==> config.mk <==
export PLATFORM = sky130hd
export DESIGN_NAME = hex_mul_seq_ctrl
export DESIGN_NICKNAME = d
export VERILOG_FILES = /design/src/rtl/hex_mul_pkg.sv /design/src/rtl/hex_mul_acc.sv /design/src/rtl/hex_mul_seq_ctrl.sv
export SDC_FILE = /design/constraint.sdc
export NUM_CORES = 1
export LEC_CHECK = 0
export ABC_CLOCK_PERIOD_IN_PS = 3300
export CAP_MARGIN = 5
export CORE_ASPECT_RATIO = 2
export CORE_MARGIN = 8
export CORE_UTILIZATION = 50
export DETAILED_ROUTE_END_ITERATION = 12
export GPL_ROUTABILITY_DRIVEN = 0
export PLACE_DENSITY_LB_ADDON = 0.2
export RECOVER_POWER = 25
export REMOVE_ABC_BUFFERS = 1
export SYNTH_ARGS = -nofsm -noshare
export SYNTH_HDL_FRONTEND = slang
export SYNTH_HIERARCHICAL = 1
export SYNTH_SLANG_ARGS = --single-unit
==> constraint.sdc <==
create_clock -name clk -period 3.3 [get_ports clk]
set_input_delay 0.66 -clock clk [delete_from_list [all_inputs] [get_ports clk]]
set_output_delay 0.66 -clock clk [all_outputs]
set_load 0.02 [all_outputs]
**Run 1: register map, names as in the netlist**

Other sequential cells in the stronger grey, the rest of the logic in the fainter grey.
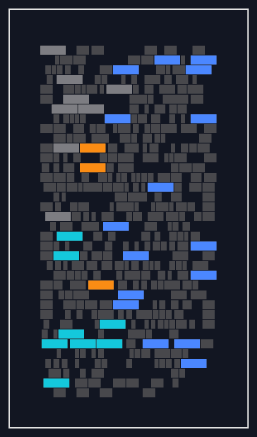
[orange] state_q | sequential cells: 3
[cyan] b_q | sequential cells: 8 | where: bottom left
[blue] u_acc/acc | sequential cells: 16
not coloured: 8
fin util: 65.7%
Flop area: 701 um2
sequential cell area share: 22.1%
sequential power: 503 uW

**Run 1: clock wiring as the flow saved it**

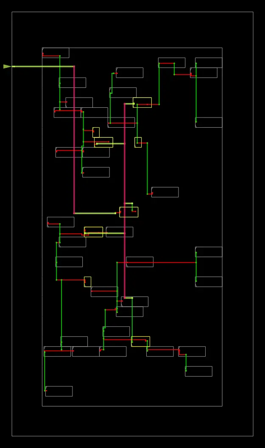
sequential cell count: 35
Worst-Skew Late Latency: 0.29 ns
CTS Buf Count: 5
Worst Clk Skew: 0.00583 ns
clock buffer count: 5

**Run 1: logic cells by family**

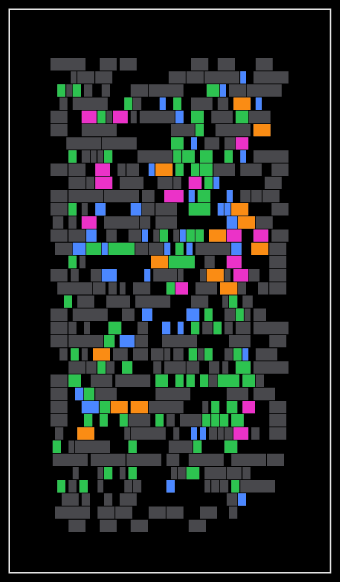
[green] inverting AOI/OAI gates | cells: 76
[orange] multiplexers | cells: 14
[magenta] AND-OR and OR-AND gates | cells: 15
[blue] NOR gates | cells: 38
Finished Layout Cells: 423
Top cell excl fill/tap: clkdlybuf4s50_1
Comb/total area: 52.3%

==> changes_impl.md, run 1 <==
### Physical design

- Vias per std cell: between 5 and 6
- YS chip area: 2490 um2
- Netlist cell types: between 50 and 60
- Setup Viol. Count Final: 0
- FP Rows: 36
- HPWL Detailed: around 5400 um
- First-pass GRT wire length: around 12,000 um
- CTS clk-pin slew, worst paths: 0.07 ns
- # resized after CTS: 0
- Stage-log warning count: 25
- Final Slew Violations: 0
- Die span in y: ~120 um
- MaxCap Viol Count: 0
- Fp_density: 51.8%
- Status: finished, final reports clean
- Layout cells sized above 1: ~7.7%
- Crit path time final: 2.99 ns
- Synth Instances: between 300 and 400
- Ys Warns: 6
- Clk root buf: clkbuf_8
- Yosys reg bits: 35
- Worst Setup End Kind: flip-flop
- Clock power frac: about 20%
- Slew @ Worst Pin: ~1.1 ns
- CORE AREA: 4820 um2
- CP Cell Sequence: nor2_1 -> and2_1 -> nor2b_1 -> and2_1 -> ha_1 -> a21o_1 -> a311oi_1 -> nand2b_1 -> o21ai_1 -> mux2i_1 -> mux2i_1
- Largest delay share family, worst path: simple AND/OR/NAND/NOR gates
- Via count of the routed design: approximately 2,500
- Fin worst setup slack: about 0.31 ns
- Fin crit share: between 90% and 100%
- CTS tree: built
- H-tree level count: 2
- WP buf/inv: 0
- Gr usage total: 19.0%
- Async SR Flop Fraction: 0%
- Yosys Instances: ~310
- Switch share: between 30% and 40%
- Peak supply drop: slightly above 0.3 mV
- Chip footprint: about 7600 um2
- Reg2reg setup slack: about 0.31 ns
- Setup crit start kind: flip-flop
- P&R area growth vs syn: 26.9%
- N_diodes: 0
- Vias in the first global route: between 2,000 and 3,000
- DRC: 0
- Critical Path Fanout Max: 7
- Worst R2R Path Depth: 11
- Mapped cell area: 2490 um2
- Clock sinks: 35
- Placed Cells: a little over 400
- Die Width: 66.0 um
- Largest net degree at the start of global routing: 33
- WP depth: 11
- Gr ovfl total: 0
- Post-CTS Setup Repair Bufs: 0
- Worst setup path class: flip-flop to flip-flop
- Arr. time, crit path: around 3.2 ns
- RSZ-0062 raised after global routing: false
- WL/cell: about 17 um
- Hold Buf Count CTS: 0
- Pwr Density: approximately 470 nW/um2
- Internal power: around 900 uW
- Fin nets: slightly above 400
- PortBufs: slightly below 60
- Initial DRC Count: around 110
- Hold/Removal Path Class: flip-flop to flip-flop
- Slew margin rel.: 26.5%
- Largest stage delay, worst path: roughly 0.43 ns
- Hold Crit Depth: 2
- P_sw: ~600 uW
- WL final: 7030 um
- Final hold slack: between 0.4 and 0.5 ns
- Sequential power share: roughly 34%
- Pre-Repair DR Iteration Count: 4
- Pre-CTS setup slack: 0.128 ns
- Critical path's slowest cell: nor2b_1
- Final Hold Viols: 0
- Worst-case clock buffer depth: 2
- Post-synth EDFFs: 0
- LEAKAGE: ~1.2 nW
- Initial antenna violation count: 0
- ANT nets after route: 0
- Worst Path Required: 3.53 ns
- Avg Inst Size Synth: roughly 8.0 um2
- Max reg flops: 16
- Synth Seq Share: approximately 28%
- Top Ports: between 50 and 60
- Peak Freq: roughly 330 MHz
- Logic gate share of total power: 45.8%
- Main synth FF type: dfxtp_1
run 1: cell usage after synthesis, drive strengths merged, types with 4 or more instances:
library cell	n	area, um2
nor2b	6	37.5
and2	9	56.3
o211ai	5	42.5
clkbuf	14	53.8
nor3	5	25.0
a31oi	5	31.3
nand2b	6	37.5
a21oi	19	95.1
xnor2	6	52.6
nand2	30	113
buf	9	66.3
mux2i	14	140
a22o	8	70.1
a211oi	5	37.5
nor2	22	82.6
a21o	4	31.3
dfxtp	35	701
nand3	33	170
o21ai	31	155
ha	15	188
run 1: power groups by stage:
stage	registers (mW)	clock network (mW)	logic [mW]
after floorplan	0.544	0	0.393
after global placement	0.512	0	0.679
after detailed placement	0.513	0	0.684
after CTS	0.504	0.318	0.688
after global routing	0.510	0.334	0.745
final	0.503	0.306	0.682
run 1: cell usage in the layout (no fill, tap or decap), drive strengths merged, types with 4 or more instances in the layout:
cell type / netlist / layout
ha: 15 / 15
nor2: 22 / 22
clkdlybuf4s50: 0 / 56
a31oi: 5 / 5
buf: 9 / 9
a211oi: 5 / 5
dfxtp: 35 / 35
mux2i: 14 / 14
nor3: 5 / 5
a21o: 4 / 4
nand3: 33 / 33
nor2b: 6 / 6
clkbuf: 14 / 6
a21oi: 19 / 19
xnor2: 6 / 6
o211ai: 5 / 5
nand2: 30 / 30
nand2b: 6 / 6
a22o: 8 / 8
and2: 9 / 9
o21ai: 31 / 31
run 1: metrics by stage:
step / total power, mW / util (%) / cell area, um2 / setup TNS, ns
global placement: 1.19 / 64.4 / 3100 / 0
floorplan: 0.937 / - / 2370 / -1.11
detailed placement: 1.20 / 64.4 / 3100 / 0
CTS: 1.51 / 66.1 / 3190 / 0
global route: 1.59 / 65.7 / 3170 / 0
finish: 1.49 / 65.7 / 3170 / 0
run 1: layout make-up:
type	count	area, um2
Multi-Input combinational cell	254	1660
Fill cell	435	1650
Timing Repair Buffer	68	652
Clock inverter	3	15.0
Tap cell	57	71.3
Clock buffer	5	68.8
Inverter	1	3.75
Sequential cell	35	701
run 1: routing by layer:
metal / GRT usage [%] / vias to the layer above / part of all wire [%]
met5: 0 / - / 0
li1: - / 1247 / -
met1: 18.5 / 1156 / 37
met2: 35.1 / 74 / 54
met4: 11.2 / 0 / 3.9
met3: 4.07 / 17 / 5.2
run 1: cell families (layout without fill, tap and decap cells):
family	Yosys count	count (layout)	synth area share [%]
AND/OR/NAND/NOR	127	127	27.0
AND-OR/OR-AND	91	91	23.9
flip-flops	35	35	28.1
buffers and inverters	24	77	4.96
adder cells (fa/ha/maj)	16	16	8.33
multiplexers	14	14	5.62
XOR/XNOR	6	6	2.11
run 1: worst register-to-register path, cell delays in order (launching register included):
cell and delay (ns):
dfxtp_1 0.33, nor2_1 0.12, and2_1 0.28, nor2b_1 0.44
and2_1 0.22, ha_1 0.31, a21o_1 0.21, a311oi_1 0.35
nand2b_1 0.09, o21ai_1 0.15, mux2i_1 0.23, mux2i_1 0.20
==> run 2, diff against run 1 <==
--- a/config.mk
+++ b/config.mk
@@ -5,13 +5,14 @@
 export SDC_FILE = /design/constraint.sdc
 export NUM_CORES = 1
 export LEC_CHECK = 0
-export ABC_CLOCK_PERIOD_IN_PS = 3300
+export ABC_CLOCK_PERIOD_IN_PS = 2700
 export CAP_MARGIN = 5
 export CORE_ASPECT_RATIO = 2
 export CORE_MARGIN = 8
-export CORE_UTILIZATION = 50
+export CORE_UTILIZATION = 45
 export DETAILED_ROUTE_END_ITERATION = 12
 export GPL_ROUTABILITY_DRIVEN = 0
+export HOLD_SLACK_MARGIN = 0.12
 export PLACE_DENSITY_LB_ADDON = 0.2
 export RECOVER_POWER = 25
 export REMOVE_ABC_BUFFERS = 1
==> constraint.sdc (replaced) <==
create_clock -name clk -period 2.7 [get_ports clk]
set_input_delay 0.54 -clock clk [delete_from_list [all_inputs] [get_ports clk]]
set_output_delay 0.54 -clock clk [all_outputs]
set_load 0.02 [all_outputs]
**Run 2: floorplan with the power grid**

Pins as bars on the die edge.
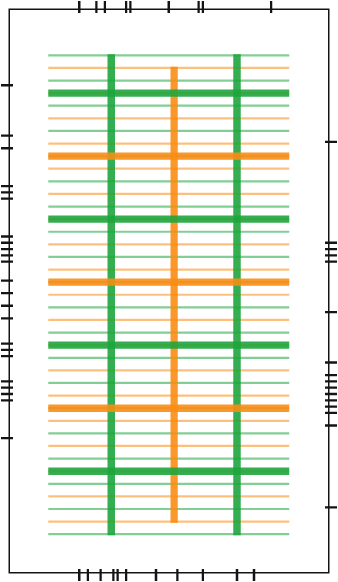
[green] VSS
[orange] VDD
met5 straps: 7
met4 straps: 3
Die Width: 68.7 um
peak supply drop: 0.575 mV
CORE AREA: 5370 um2
die span in y: 121 um

**Run 2: clock wiring as the flow saved it**

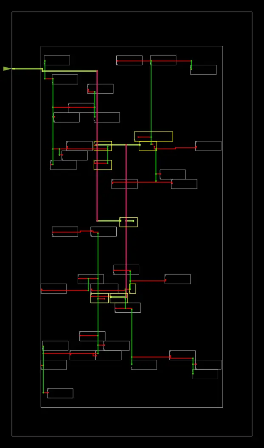
Worst Clk Skew: 0.00525 ns
clock sinks: 35
clock buffer count: 6
Worst-Skew Late Latency: 0.28 ns

==> run 2 against run 1 <==
  * Cell count rose by 9.2%
  * Combinational power rose by 43%
  * Routed wire length rose by 4.3%
  * Synthesized cell count did not move
  * Critical path type is now flip-flop to output pin
  * Via count rose by 4.5%
  * Worst hold slack improved by 0.0037 ns
  * Largest cell class unchanged
==> changes_impl.md, run 2 <==
### Physical design

- HPWL Detailed: 5610 um (+3.9%)
- Async SR Flop Fraction: 0% (unchanged)
- Reg2reg setup slack: 0.14 ns (-0.17 ns)
- Main synth FF type: dfxtp_1
- Synth Seq Share: 28.1% (unchanged)
- Largest stage delay, worst path: 0.60 ns (+0.17 ns)
- Max reg flops: 16 (unchanged)
- RSZ-0062 raised after global routing: true
- Top-area cell share: 28.1% (unchanged)
- Pre-Repair DR Iteration Count: 4 (unchanged)
- ANT nets after route: 0 (unchanged)
- Logic gate share of total power: 46.8% (+1.0 points)
- Top cell excl fill/tap: clkdlybuf4s50_1
- Top cells by count: dfxtp_1, nand3_1, nand2_1
- Fin crit share: between 90% and 100%
- Largest delay share family, worst path: buffers and inverters
- Fin nets: 446 (+8.8%)
- FP Rows: 38 (+5.6%)
- Most frequent cell after synthesis: dfxtp_1
- CTS tree: built
- Final Slew Violations: 0 (unchanged)
- Fp_density: 46.4% (-5.3 points)
- CTS clk-pin slew, worst paths: 0.08 ns (about the same)
- Worst-case clock buffer depth: 2 (unchanged)
- Hold/Removal Path Class: flip-flop to flip-flop
- Synth area leader: dfxtp_1
- Pwr Density: 583 nW/um2 (+24%)
- Top cells by area: dfxtp_1, ha_1, nand3_1
- Hold Crit Depth: 2 (unchanged)
- Worst Path Required: 2.16 ns (-1.37 ns)
- Yosys reg bits: 35 (unchanged)
- Avg Inst Size Synth: 7.97 um2 (unchanged)
- Synth Instances: 313 (unchanged)
- H-tree level count: 2 (unchanged)
- Setup crit start kind: flip-flop
- Vias per std cell: 5.64 (-4.4%)
- Gr usage total: 17.8% (-1.2 points)
- First-pass GRT wire length: 11,800 um (+1.7%)
- MaxCap Viol Count: 0 (unchanged)
- P&R area growth vs syn: 43.3%
- Slew margin rel.: 13.2% (-13 points)
- Top Ports: 59 (unchanged)
- Slew @ Worst Pin: 1.30 ns (+0.200 ns)
- DRC: 0 (unchanged)
- Fin util: 66.5% (+0.83 points)
- YS chip area: 2490 um2 (unchanged)
- Ys Warns: 6 (unchanged)
- WL/cell: 15.9 um (-4.5%)
- CTS Buf Count: 5 (unchanged)
- Sequential power share: 29.5% (-4.2 points)
- Arr. time, crit path: 2.06 ns (-1.16 ns)
- Pre-CTS setup slack: -0.161 ns (-0.289 ns)
- Yosys Instances: 313 (unchanged)
- Status: finished, final reports clean
- Clk root buf: clkbuf_8
- Setup Viol. Count Final: 0 (unchanged)
- Switch share: 36.6% (-3.1 points)
- PortBufs: 58 (unchanged)
- WP depth: 5 (-6)
- Critical Path Fanout Max: 22 (+15)
- Setup TNS: 0 ns (unchanged)
- Clock power frac: 23.6% (+3.1 points)
- Worst setup path class: flip-flop to output pin
- Worst Setup End Kind: output pin
- Via count of the routed design: 2,605 (+4.5%)
- Crit path time final: approximately 2.6 ns
- Fin worst setup slack: 0.0954 ns (-0.213 ns)
- Final Hold Viols: 0 (unchanged)
- CP Cell Sequence: buf_6 -> nor2b_2 -> o21ba_2 -> a22o_1 -> clkdlybuf4s50_1
- Hold Buf Count CTS: 0 (unchanged)
- WL final: 7320 um (+4.3%)
- Mapped cell area: 2490 um2 (unchanged)
- Finished Layout Cells: 462 (+9.2%)
- LEAKAGE: 1.44 nW (+20%)
- Placed Cells: 452 (+8.9%)
- P_sw: 764 uW (+29%)
- Critical path's slowest cell: clkdlybuf4s50_1
[run 2: layer usage]
metal | up-vias | routed length, um | track usage (%)
met5 | - | 0 | 0
met4 | 0 | 214 | 8.77
met3 | 14 | 408 | 3.61
li1 | 1329 | - | -
met1 | 1195 | 2840 | 18.3
met2 | 67 | 3860 | 32.0
[run 2: metrics by stage]
| step | instance area, um2 | power [mW] |
|---|---|---|
| 6_report | 3570 | 2.08 |
| 5_1_grt | 3570 | 2.21 |
| 4_1_cts | 3480 | 2.06 |
| 3_5_place_dp | 3360 | 1.56 |
| 3_3_place_gp | 3360 | 1.55 |
| 2_1_floorplan | 2370 | 1.14 |
[run 2: timing repair]
action	in CTS	in global routing
resized	2	18
setup buffers	0	2
pin swaps	0	2
setup endpoints to repair	6	14
[run 2: area by class of cell]
cell class | count | area (um2)
multi-input combinational | 254 | 1740
timing repair buffer | 104 | 935
clock buffer | 6 | 82.6
fill | 462 | 1800
inverter | 1 | 3.75
clock inverter | 2 | 35.0
tap | 60 | 75.1
sequential | 35 | 702
[run 2: worst min-delay path: stages, from the launching register on]
cell	delay, ns
dfxtp_1	0.31
nand2_1	0.05
o21ai_0	0.06
[run 2: cell families after synthesis]
family | after synthesis | share of synthesized area (%)
XOR/XNOR | 6 | 2.11
AND/OR/NAND/NOR | 127 | 27.0
buffers and inverters | 24 | 4.96
adder cells (fa/ha/maj) | 16 | 8.33
flip-flops | 35 | 28.1
AND-OR/OR-AND | 91 | 23.9
multiplexers | 14 | 5.62
[run 2: power by group through the flow]
stage,sequential [mW],combinational (mW),clock [mW]
3_5_place_dp,0.626,0.935,0
5_1_grt,0.625,1.06,0.525
6_report,0.616,0.976,0.493
3_3_place_gp,0.623,0.922,0
4_1_cts,0.614,0.942,0.507
2_1_floorplan,0.665,0.480,0
Power and IR drop assume default switching activity.
